Fig. 1: register map, names as in the netlist
Bar = 20 um. Other sequential cells in the stronger grey, the rest of the logic in the fainter grey.
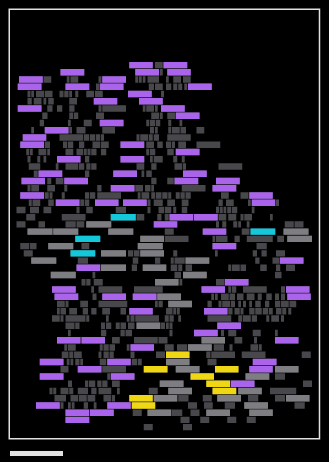
Fig. 2: congestion heat map
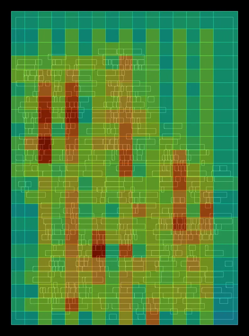
Fig. 3: wiring by layer
Bar = 20 um. Two of the layers only.
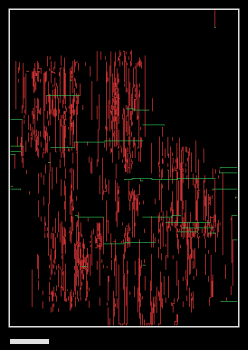
Fig. 4: placement by cell class
Bar = 20 um. Fill, decap, tap and diode cells in grey.
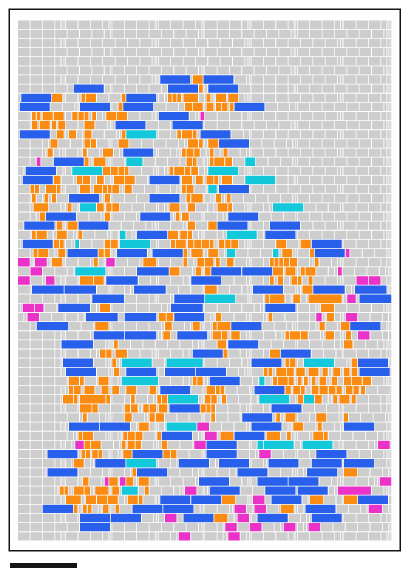
Fig. 5: local utilization
The die is cut into 12 by 16 equal tiles; black is low, pale yellow is high, 0 to 100% covered.
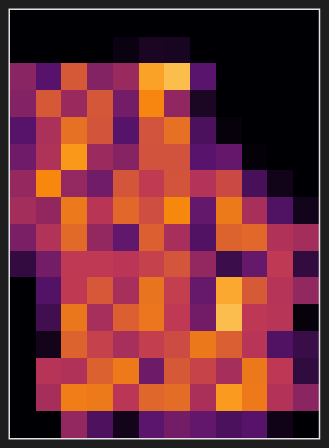
**src/rtl/calc_pkg.sv**
```systemverilog
`default_nettype none
// +----------------------------------------------------------------------------+
// | Package     : calc_pkg                                                     |
// | Description : Types shared by the 4-bit calculator blocks: operator codes, |
// |               the key sequencer FSM states and the key priority encoder.   |
// | Revision    : 1.0 - initial release                                        |
// +----------------------------------------------------------------------------+
package calc_pkg;

  // Operator codes exchanged with the arithmetic/display core.
  typedef enum logic [1:0] {
    OP_ADD = 2'd0,
    OP_SUB = 2'd1,
    OP_MUL = 2'd2,
    OP_DIV = 2'd3
  } op_code_t;

  // Key sequencer FSM states.
  typedef enum logic [1:0] {
    ST_IDLE     = 2'd0,
    ST_ISSUE    = 2'd1,
    ST_WAIT_REL = 2'd2
  } seq_state_t;

  // Debounced key levels are active-low: all ones means nothing is pressed.
  localparam logic [3:0] c_KEYS_RELEASED = 4'b1111;

  // Lowest key index wins when several presses land in the same cycle.
  function automatic op_code_t f_prio_encode(input logic [3:0] i_press);
    op_code_t w_code;
    w_code = OP_ADD;
    if (i_press[0])      w_code = OP_ADD;
    else if (i_press[1]) w_code = OP_SUB;
    else if (i_press[2]) w_code = OP_MUL;
    else if (i_press[3]) w_code = OP_DIV;
    return w_code;
  endfunction

endpackage
`default_nettype wire

```
**src/rtl/key_debounce.sv**
```systemverilog
`default_nettype none
// +----------------------------------------------------------------------------+
// | Module      : key_debounce                                                 |
// | Description : One push-button: 2-flop synchronizer followed by a counting  |
// |               debouncer. The debounced level only follows the synchronized |
// |               input after DEBOUNCE_CYCLES consecutive cycles of agreement. |
// | Revision    : 1.0 - initial release                                        |
// +----------------------------------------------------------------------------+
// | Ports:                                                                     |
// |   clk       in   1  clock, rising edge                                     |
// |   rst_n     in   1  asynchronous active-low reset                          |
// |   i_key     in   1  raw key level, asynchronous, active-low                |
// |   o_key_db  out  1  debounced key level, active-low                        |
// +----------------------------------------------------------------------------+
module key_debounce #(
  parameter int DEBOUNCE_CYCLES = 500000
) (
  input  logic clk,
  input  logic rst_n,
  input  logic i_key,
  output logic o_key_db
);

  localparam int                 c_CNT_W    = $clog2(DEBOUNCE_CYCLES);
  localparam logic [c_CNT_W-1:0] c_CNT_LAST = c_CNT_W'(DEBOUNCE_CYCLES - 1);
  localparam logic [c_CNT_W-1:0] c_CNT_ONE  = c_CNT_W'(1);

  logic               r_sync1;
  logic               r_sync2;   // synchronized key level (kS)
  logic [c_CNT_W-1:0] r_cnt;
  logic               r_db;

  // The counter tracks how long kS has disagreed with the debounced level.
  // The flip happens at DEBOUNCE_CYCLES-1, so the counter never wraps.
  always_ff @(posedge clk or negedge rst_n) begin
    if (!rst_n) begin
      r_sync1 <= 1'b1;
      r_sync2 <= 1'b1;
      r_cnt   <= '0;
      r_db    <= 1'b1;
    end else begin
      r_sync1 <= i_key;
      r_sync2 <= r_sync1;
      if (r_sync2 == r_db) begin
        r_cnt <= '0;
      end else if (r_cnt == c_CNT_LAST) begin
        r_db  <= r_sync2;
        r_cnt <= '0;
      end else begin
        r_cnt <= r_cnt + c_CNT_ONE;
      end
    end
  end

  assign o_key_db = r_db;

endmodule
`default_nettype wire

```
**src/rtl/calc_key_sequencer.sv**
```systemverilog
`default_nettype none
// +----------------------------------------------------------------------------+
// | Module      : calc_key_sequencer                                           |
// | Description : Calculator input front end. Debounces the four operator keys,|
// |               turns a press into a single command carrying the operator    |
// |               and the switch operands, presents it on a valid/ready        |
// |               handshake and rearms once every key is released.             |
// | Revision    : 1.0 - initial release                                        |
// +----------------------------------------------------------------------------+
// | Ports:                                                                     |
// |   CLOCK_50  in   1  system clock, rising edge                              |
// |   RESET_N   in   1  asynchronous active-low reset                          |
// |   SW        in   8  SW[3:0] operand A, SW[7:4] operand B (asynchronous)    |
// |   KEY       in   4  operator keys, active-low: add, sub, mul, div          |
// |   op_valid  out  1  command presented                                      |
// |   op_ready  in   1  consumer accepts the command                           |
// |   op_code   out  2  0 ADD, 1 SUB, 2 MUL, 3 DIV                             |
// |   op_a      out  4  operand A latched at the press                         |
// |   op_b      out  4  operand B latched at the press                         |
// |   key_db    out  4  debounced key levels, active-low                       |
// +----------------------------------------------------------------------------+
module calc_key_sequencer
  import calc_pkg::*;
#(
  parameter int DEBOUNCE_CYCLES = 500000
) (
  input  logic       CLOCK_50,
  input  logic       RESET_N,
  input  logic [7:0] SW,
  input  logic [3:0] KEY,
  output logic       op_valid,
  input  logic       op_ready,
  output logic [1:0] op_code,
  output logic [3:0] op_a,
  output logic [3:0] op_b,
  output logic [3:0] key_db
);

  logic [3:0] w_key_db;
  logic [7:0] r_sw_meta;
  logic [7:0] r_sw_sync;      // synchronized switches (swS)
  logic [3:0] r_key_db_q;     // previous debounced levels for edge detect
  logic [3:0] r_press;        // one-cycle press pulses, one per key

  seq_state_t r_state;
  logic       r_op_valid;
  op_code_t   r_op_code;
  logic [3:0] r_op_a;
  logic [3:0] r_op_b;

  // Per-key synchronizer and debouncer.
  genvar gi;
  generate
    for (gi = 0; gi < 4; gi++) begin : g_key
      key_debounce #(
        .DEBOUNCE_CYCLES (DEBOUNCE_CYCLES)
      ) u_key_debounce (
        .clk      (CLOCK_50),
        .rst_n    (RESET_N),
        .i_key    (KEY[gi]),
        .o_key_db (w_key_db[gi])
      );
    end
  endgenerate

  // Switch synchronizer and press detection. A press is a debounced 1->0
  // transition; releases produce nothing.
  always_ff @(posedge CLOCK_50 or negedge RESET_N) begin
    if (!RESET_N) begin
      r_sw_meta  <= 8'h00;
      r_sw_sync  <= 8'h00;
      r_key_db_q <= c_KEYS_RELEASED;
      r_press    <= 4'b0000;
    end else begin
      r_sw_meta  <= SW;
      r_sw_sync  <= r_sw_meta;
      r_key_db_q <= w_key_db;
      r_press    <= r_key_db_q & ~w_key_db;
    end
  end

  // Command FSM. Presses outside IDLE are dropped, so holding one key and
  // pressing another never produces a second command.
  always_ff @(posedge CLOCK_50 or negedge RESET_N) begin
    if (!RESET_N) begin
      r_state    <= ST_IDLE;
      r_op_valid <= 1'b0;
      r_op_code  <= OP_ADD;
      r_op_a     <= 4'h0;
      r_op_b     <= 4'h0;
    end else begin
      case (r_state)
        ST_IDLE: begin
          if (|r_press) begin
            r_op_code  <= f_prio_encode(r_press);
            r_op_a     <= r_sw_sync[3:0];
            r_op_b     <= r_sw_sync[7:4];
            r_op_valid <= 1'b1;
            r_state    <= ST_ISSUE;
          end
        end
        ST_ISSUE: begin
          // Payload stays frozen until the consumer takes it.
          if (op_ready) begin
            r_op_valid <= 1'b0;
            r_state    <= ST_WAIT_REL;
          end
        end
        ST_WAIT_REL: begin
          if (w_key_db == c_KEYS_RELEASED) begin
            r_state <= ST_IDLE;
          end
        end
        default: begin
          r_op_valid <= 1'b0;
          r_state    <= ST_IDLE;
        end
      endcase
    end
  end

  assign op_valid = r_op_valid;
  assign op_code  = r_op_code;
  assign op_a     = r_op_a;
  assign op_b     = r_op_b;
  assign key_db   = w_key_db;

endmodule
`default_nettype wire
```
**config.mk**
```make
export PLATFORM = sky130hd
export DESIGN_NAME = calc_key_sequencer
export DESIGN_NICKNAME = d
export VERILOG_FILES = /design/src/rtl/calc_pkg.sv /design/src/rtl/key_debounce.sv /design/src/rtl/calc_key_sequencer.sv
export SDC_FILE = /design/constraint.sdc
export NUM_CORES = 1
export LEC_CHECK = 0
export CAP_MARGIN = 20
export CORE_ASPECT_RATIO = 1.4
export CORE_MARGIN = 2
export CORE_UTILIZATION = 31
export CTS_CLUSTER_SIZE = 30
export DETAILED_ROUTE_END_ITERATION = 6
export GPL_TIMING_DRIVEN = 0
export HOLD_SLACK_MARGIN = 0.02
export PLACE_DENSITY = 0.49
export SLEW_MARGIN = 20
export SYNTH_ARGS = -nofsm -noshare
export SYNTH_HDL_FRONTEND = slang
export SYNTH_SLANG_ARGS = --single-unit
export TNS_END_PERCENT = 20
```
**constraint.sdc**
```tcl
create_clock -name CLOCK_50 -period 5.6 [get_ports CLOCK_50]
set_input_delay 0.84 -clock CLOCK_50 [delete_from_list [all_inputs] [get_ports CLOCK_50]]
set_output_delay 0.84 -clock CLOCK_50 [all_outputs]
set_load 0.01 [all_outputs]
```
==> results.yml <==
# synthesis and place-and-route metrics
detailed_routing:
  num_vias: 3768
  route.detailed.drc: 0
  firstDrtPassIters: 4
  antenna_left: 0
  drtIter0Drc: 147
timing:
  rsz0062_at_grt: "no"
  period_used_share: 0.447
  fmax_mhz: 399
  hold_violations: 0
  slew_headroom: 0.510
worst_setup_path:
  r2r_slack_ns: 3.24
  crit_path_top_delay_cell: "dfstp_2"
  path_max_fanout: 6
  critPathKind: "reg2out"
  start_kind: "register"
  crit_chain: "buf_4 -> clkdlybuf4s50_1"
run_status:
  outcome: "complete, no violations"
layout:
  final-nonclk-buf-share: 0.0580
  clock_buffers: 21
  inverters_excl_clock: 11
  final_cells: 793
  drive_gt1_frac: 0.142
  comb_share: 0.329
  clock_area_frac: 0.0878
  logic_area_mm2: 0.00219
  ff_count: 125
  multiInputCombCellCount: 348
  n_antenna_cell: 0
  fin_nets: 564
  flop_area_mm2: 0.00315
synth:
  top_area_cell: "dfrtp_1"
  synth-async-reset-ratio: 1.00
  edf_count: 0
  ff_type: "dfrtp_1"
  synthTopCellsByCount: "109 x dfrtp_1, 75 x nor2_1, 35 x xnor2_1, 29 x nand2_1"
  postSynthSeqShare: 0.578
  top_cell_area_share: 0.501
  yosysWarningCount: 0
  yosys.cell_count.top_type: "dfrtp_1"
  yosys-top-cells-area: "dfrtp_1 50%, dfstp_2 7.7%, xnor2_1 5.6%"
placement:
  gp_congestion: 0.819
power:
  p_leak_nw: 2.70
  irDropWorstVdd_uv: 192
cts:
  cts_sinks: 125
  cts_tree: "done"
  post-cts-setup-buffers: 0
  clock_tree.buffer_depth: 2
die:
  chipArea_mm2: 0.0186
  io_pins: 30
  die_h_um: 161
  fp.dieW_um: 116
  row_count: 57
min_path:
  hold_path.class: "in2async"
grt:
  grt_pass1_wl_um: 18700
run:
  drv_cap: 0
-- Fig. 1 (at the start) --
[yellow] r_sw_meta | flops: 8 | where: bottom middle
[cyan] g_key.u_key_debounce.o_key_db | flops: 4
[purple] g_key.u_key_debounce.r_cnt | flops: 76 | where: widely spread
not coloured: 37

-- Fig. 2 (at the start) --
global-route met1 utilization: 0.151
met3 usage: 0.0392
wire per inst: 13.3 um
Total GRT Usage: 0.127
GR peak layer: met2

-- Fig. 3 (at the start) --
[red] M2 | wire length: 5440 um
[green] M3 | wire length: 323 um

-- Fig. 4 (at the start) --
[magenta] remaining buffers and delay cells | cells: 42 | share of their area: 6.1%
[cyan] clock drivers and dummy loads | cells: 31 | share of their area: 9.2%
[blue] registers | cells: 125 | share of their area: 50%
[orange] remaining logic cells | cells: 359 | share of their area: 35%
Core Util, Final: 0.385
sequential cell area share: 0.474
Final Cell Area: 0.00664 mm2

-- Fig. 5 (at the start) --
fullest tile: 86%
emptiest ninth of the die: top right
nearly empty tiles: 24%
tiles over 75% full: 3.1%
mean over tiles: 34%
Initial Utilization: 0.315
core area: 0.0173 mm2

-- registers in the layout, summed over array words and instances, names as in the netlist --
name	cells
g_key.u_key_debounce.r_sync1	4
op_a	4
op_code	2
r_press	4
op_valid	1
g_key.u_key_debounce.o_key_db	4
g_key.u_key_debounce.r_cnt	76
op_b	4
r_sw_meta	8
r_state	2
g_key.u_key_debounce.r_sync2	4
r_sw_sync	8
r_key_db_q	4
-- power by group --
group	switching, mW	total (mW)	internal [mW]	leakage [nW]
registers	0.0117	0.934	0.922	1.64
logic	0.0350	0.0547	0.0197	0.772
clock network	0.390	1.08	0.686	0.285
total	0.437	2.06	1.63	2.70
-- layer usage --
layer	vias to the layer above	part of all wire
li1	1841	-
met1	1870	0.43
met2	43	0.51
met3	14	0.031
met4	0	0.020
met5	-	0
-- stage by stage --
| step | power [mW] | TNS, ns | instance area, um2 | worst slack [ns] | hold slack (ns) |
|---|---|---|---|---|---|
| global placement | 1.00 | -120.09 | 6030 | -1.11 | 0.334 |
| floorplan | 0.967 | 0 | 5440 | 3.71 | 0.331 |
| global route | 2.15 | 0 | 6640 | 3.03 | 0.344 |
| finish | 2.06 | 0 | 6640 | 3.10 | 0.339 |
| CTS | 2.10 | 0 | 6640 | 3.06 | 0.342 |
| detailed placement | 1.01 | 0 | 6060 | 3.23 | 0.335 |
-- logic make-up (layout without fill, tap and decap cells) --
family	Yosys count	in the layout	synth area share
adder cells (fa/ha/maj)	4	4	0.00920
multiplexers	13	13	0.0267
AND-OR/OR-AND	39	39	0.0462
XOR/XNOR	58	58	0.0933
AND/OR/NAND/NOR	234	234	0.226
buffers and inverters	23	84	0.0198
flip-flops	125	125	0.578
Power and IR drop assume default switching activity.
